gates.png
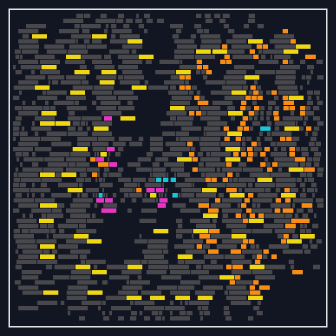
clock_wires.png
Bar = 50 µm.
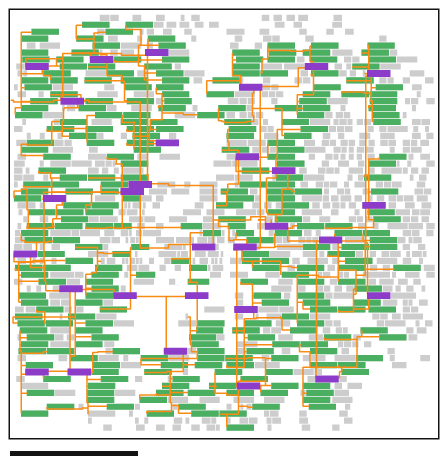
ff_map.png
Other sequential cells in the stronger grey, the rest of the logic in the fainter grey.
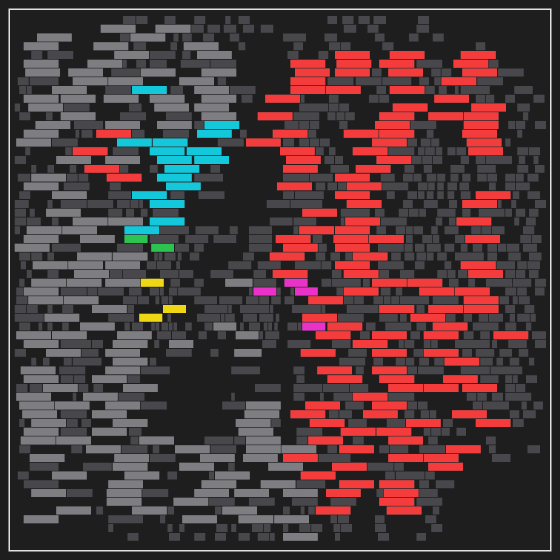
--- config.mk ---
export PLATFORM = sky130hd
export DESIGN_NAME = store_buffer
export DESIGN_NICKNAME = d
export VERILOG_FILES = /design/src/rtl/store_buffer.sv
export SDC_FILE = /design/constraint.sdc
export NUM_CORES = 1
export LEC_CHECK = 0
export CAP_MARGIN = 25
export CORE_UTILIZATION = 45
export CTS_CLUSTER_DIAMETER = 120
export DETAILED_ROUTE_END_ITERATION = 10
export PLACE_DENSITY = 0.71
export SLEW_MARGIN = 20
export SYNTH_ARGS = -nofsm -noshare
export SYNTH_HDL_FRONTEND = slang
export SYNTH_SLANG_ARGS = --single-unit
--- constraint.sdc ---
create_clock -name clk -period 2.7 [get_ports clk]
set_input_delay 0.54 -clock clk [delete_from_list [all_inputs] [get_ports clk]]
set_output_delay 0.54 -clock clk [all_outputs]
set_load 0.01 [all_outputs]
--- src/rtl/store_buffer.sv ---
// Posted-write store buffer: in-order FIFO drained over a mem_req/mem_ack handshake.
// Define STORE_BUF_MERGE_EN to merge same-word stores into the tail entry.
module store_buffer #(
    parameter int DEPTH = 4,
    parameter int AW    = 32
) (
    input  logic          clk,
    input  logic          reset,
    input  logic          in_valid,
    input  logic [AW-1:0] in_addr,
    input  logic [31:0]   in_wdata,
    input  logic [3:0]    in_byteen,
    output logic          in_ready,
    input  logic          ld_valid,
    input  logic [AW-1:0] ld_addr,
    output logic          ld_hazard,
    output logic          mem_req,
    output logic [AW-1:0] mem_addr,
    output logic [31:0]   mem_wdata,
    output logic [3:0]    mem_byteen,
    input  logic          mem_ack,
    output logic          empty
);

    localparam int PW = $clog2(DEPTH);
    localparam logic [PW:0] FULL = (PW+1)'(DEPTH);
    localparam logic [AW-1:0] WMASK = {{(AW-2){1'b1}}, 2'b00};

    typedef enum logic {IDLE, REQ} state_t;

    state_t            state;
    logic [AW-1:0]     addr_q [DEPTH];
    logic [31:0]       data_q [DEPTH];
    logic [3:0]        be_q   [DEPTH];
    logic [DEPTH-1:0]  vld_q;
    logic [PW-1:0]     head;
    logic [PW-1:0]     tail;
    logic [PW-1:0]     tail_last;
    logic [PW:0]       count;
    logic [PW:0]       count_nxt;
    logic              not_full;
    logic              merge_ok;
    logic              accept;
    logic              real_store;
    logic              do_merge;
    logic              do_push;
    logic              do_pop;
    logic              hit;

    assign tail_last = tail - PW'(1);
    assign not_full  = count < FULL;

    // The tail may only absorb a store while it is not the entry on the bus.
    assign merge_ok = (count != '0)
                   && (((addr_q[tail_last] ^ in_addr) & WMASK) == '0)
                   && !(state == REQ && tail_last == head);

`ifdef STORE_BUF_MERGE_EN
    assign in_ready = not_full || merge_ok;
    assign do_merge = real_store && merge_ok;
`else
    assign in_ready = not_full;
    assign do_merge = 1'b0;
`endif

    assign accept     = in_valid && in_ready;
    assign real_store = accept && (in_byteen != 4'b0000);
    assign do_push    = real_store && !do_merge;
    assign do_pop     = (state == REQ) && mem_ack;

    assign count_nxt = count
                     + {{PW{1'b0}}, do_push}
                     - {{PW{1'b0}}, do_pop};

    always_ff @(posedge clk) begin
        if (reset) begin
            state <= IDLE;
            head  <= '0;
            tail  <= '0;
            count <= '0;
            vld_q <= '0;
        end else begin
            count <= count_nxt;
            state <= (count_nxt != '0) ? REQ : IDLE;
            if (do_pop) begin
                vld_q[head] <= 1'b0;
                head        <= head + PW'(1);
            end
            if (do_push) begin
                vld_q[tail] <= 1'b1;
                tail        <= tail + PW'(1);
            end
        end
    end

    always_ff @(posedge clk) begin
        if (do_push) begin
            addr_q[tail] <= in_addr;
            data_q[tail] <= in_wdata;
            be_q[tail]   <= in_byteen;
        end else if (do_merge) begin
            be_q[tail_last] <= be_q[tail_last] | in_byteen;
            for (int b = 0; b < 4; b++) begin
                if (in_byteen[b]) begin
                    data_q[tail_last][8*b +: 8] <= in_wdata[8*b +: 8];
                end
            end
        end
    end

    always_comb begin
        hit = 1'b0;
        for (int i = 0; i < DEPTH; i++) begin
            if (vld_q[i] && (((addr_q[i] ^ ld_addr) & WMASK) == '0)) begin
                hit = 1'b1;
            end
        end
    end

    assign ld_hazard  = ld_valid && hit;
    assign mem_req    = (state == REQ);
    assign mem_addr   = mem_req ? addr_q[head] : '0;
    assign mem_wdata  = mem_req ? data_q[head] : '0;
    assign mem_byteen = mem_req ? be_q[head]   : '0;
    assign empty      = (count == '0) && (state == IDLE);

endmodule
==> impl_metrics.toml <==
# physical design summary
[power]
cellLeakagePower_nw = 5.76

[final_timing]
relSlewSlack = 0.679
setup_viol = 5
fmax_mhz = 353
fin_ws_ns = -0.134
hold_slack_ns = 0.337
finalClockPeriodUsage = 1.05
hold_viol = 0
drv_slew = 0
tns_ns = -0.175

[global_route]
grt_pass1_vias = 7266
antenna_found_initial = 2
grt-ovfl-total = 0
grt_pass1_wl_mm = 43.3
grt_usage = 0.208
grt_max_degree = 34

[clocking]
cts_buffers = 29
clk_pin_slew_ns = 0.06
cts_buffer_depth = 3
cts-root-buf = "clkbuf_16"
cts_tree = "done"

[final_layout]
fill_cells = 2013
drive_gt1_frac = 0.348
combGateArea_mm2 = 0.00395

[synth]
ff_type = "edfxtp_1"
synth_cell_types = 25
synth_flops = 286
yosysWarnings = 0
ys_seq_share = 0.684
area_leaders = "edfxtp_1, mux4_2, xnor2_1, and2_1, xor2_1"
synth_area_per_cell_um2 = 18.0

[drt]
totalWireLength_mm = 28.7
viasPerCell = 5.34
drc = 0
vias = 6901
ant_nets = 0
post_drt_wl_per_cell_um = 22.2

[critical_path]
critPathKind = "in -> out"
worstPathRequired_ns = 2.16
reg2reg_to = "mem_req$_SDFF_PP0_"
endpoint_kind = "output port"

[hold_path]
worstHoldPathType = "in -> reg"
min_to = "be_q[3][2]$_DFFE_PP_"

[placement]
gp_congestion = 0.935
portBuffers = 174

[floorplan]
die_w_um = 168

[status]
outcome = "finished with violations"
violations = "negative setup slack"
Back to the opening pictures, gates.png:
yellow -> mux cells  # cells 70, most used mux4_2, where widely spread
magenta -> fa/ha/maj cells  # cells 11, most used ha_1
cyan -> aoi and oai cells  # cells 6, most used a21oi_2, where centre
orange -> xor and xnor cells  # cells 124, most used xnor2_1
Top cell excl fill/tap: edfxtp_1
combinational share of cell area: 0.241
Cell Count, Final, Fillers Out: 1293

Back to the opening pictures, clock_wires.png:
green -> flip-flops  # count 286
orange -> clock wires  # length 3160 µm
purple -> clock-net drivers  # count 29
routed clock nets = 30
flops lie = widely spread
Clk power: 3.84 mW
clock group share of total power: 0.288
Clock Latency Late Sink: 0.55 ns

Back to the opening pictures, ff_map.png:
green -> tail  # placed flops 2
magenta -> vld_q  # placed flops 4, where centre
cyan -> be_q  # placed flops 16
yellow -> count  # placed flops 3
red -> addr_q  # placed flops 128
not coloured = 133
storage element area: 0.00846 mm²
P_seq: 5.54 mW
fraction of area in registers: 0.515
Finished Core Util: 0.609

==> metrics by stage <==
step	instance area [µm²]	worst slack (ns)
finish	16400	-0.134
global route	16400	-0.247
CTS	16200	-0.131
detailed placement	15000	-0.890
global placement	15000	-0.919
floorplan	12400	0.0149
==> cell type report <==
class,instances,share of cell area
clock buffer,36,0.0458
multi-input combinational,343,0.241
inverter,10,0.00229
sequential,286,0.515
clock inverter,15,0.00937
timing repair buffer,261,0.161
tap,341,0.0260
antenna,1,0.000152
==> critical path, cell delays in order <==
cell and delay [ns]:
clkdlybuf4s50_1 0.62, xnor2_2 0.16, nand4_1 0.13, nor4_2 0.31
nand4_1 0.15, a41oi_2 0.21, buf_2 0.17
==> how the worst max path moves through the flow <==
stage / startpoint / end
after CTS: ld_addr[12] / ld_hazard
after global routing: ld_addr[21] / ld_hazard
final: ld_addr[21] / ld_hazard
after floorplan: in_byteen[1] / mem_req$_SDFF_PP0_
after detailed placement: ld_addr[10] / ld_hazard
after global placement: ld_addr[10] / ld_hazard
==> cells by family after synthesis <==
group | synth area share
buf+inv | 0.0211
flops | 0.684
compound gates | 0.00405
fa+ha+maj | 0.0118
xor+xnor | 0.0880
mux | 0.126
simple gates | 0.0646
==> registers in the layout, indices dropped and copies added, names as in the netlist, named ones only <==
register  cells
addr_q      128
data_q      128
be_q         16
vld_q         4
count         3
head          2
tail          2
mem_req       1
==> per-layer routing <==
layer,vias to the layer above,part of all wire,global-route usage
met2,249,0.49,0.347
met3,43,0.066,0.0423
met4,2,0.027,0.0626
met5,-,0.00049,0
li1,3121,-,-
met1,3486,0.42,0.277
==> report_power, final <==
group	internal [mW]	switching [mW]	total [mW]
clock network	2.25	1.59	3.84
registers	5.34	0.196	5.54
logic	2.18	1.75	3.93
total	9.77	3.53	13.3
==> cell usage in the layout, fill, tap and decap left out, types with 2 or more instances in the layout <==
cell / synthesis / final
nor4_2: 0 / 6
clkbuf_1: 33 / 7
xor2_1: 44 / 44
buf_12: 0 / 24
edfxtp_1: 272 / 272
clkinv_2: 0 / 4
dlygate4sd2_1: 0 / 20
clkbuf_2: 0 / 17
nand4_1: 24 / 24
dfxtp_4: 0 / 2
clkinv_1: 0 / 5
dlymetal6s2s_1: 0 / 9
bufinv_16: 0 / 3
buf_16: 0 / 3
buf_8: 2 / 2
xnor2_2: 0 / 21
dfxtp_1: 14 / 11
buf_6: 3 / 33
nor4_1: 17 / 11
and2_4: 4 / 38
a21oi_2: 4 / 4
buf_4: 0 / 46
and2_1: 69 / 35
mux2i_1: 2 / 2
xnor2_1: 80 / 58
nor2_1: 12 / 12
clkdlybuf4s15_1: 0 / 8
mux4_2: 66 / 67
clkbuf_16: 0 / 29
buf_2: 7 / 22
nand2_1: 4 / 4
inv_1: 10 / 10
ha_1: 10 / 10
clkdlybuf4s50_1: 0 / 76
==> what timing repair did <==
action / CTS / global route
resized: 288 / 100
hold endpoints to repair: 0 / 0
buffers inserted: 19 / 5
pin swaps: 15 / 16
hold buffers: 0 / 0
gates cloned: 3 / 0
setup endpoints to repair: 69 / 66
No activity file was given, so power comes from the tool's default toggle rates.
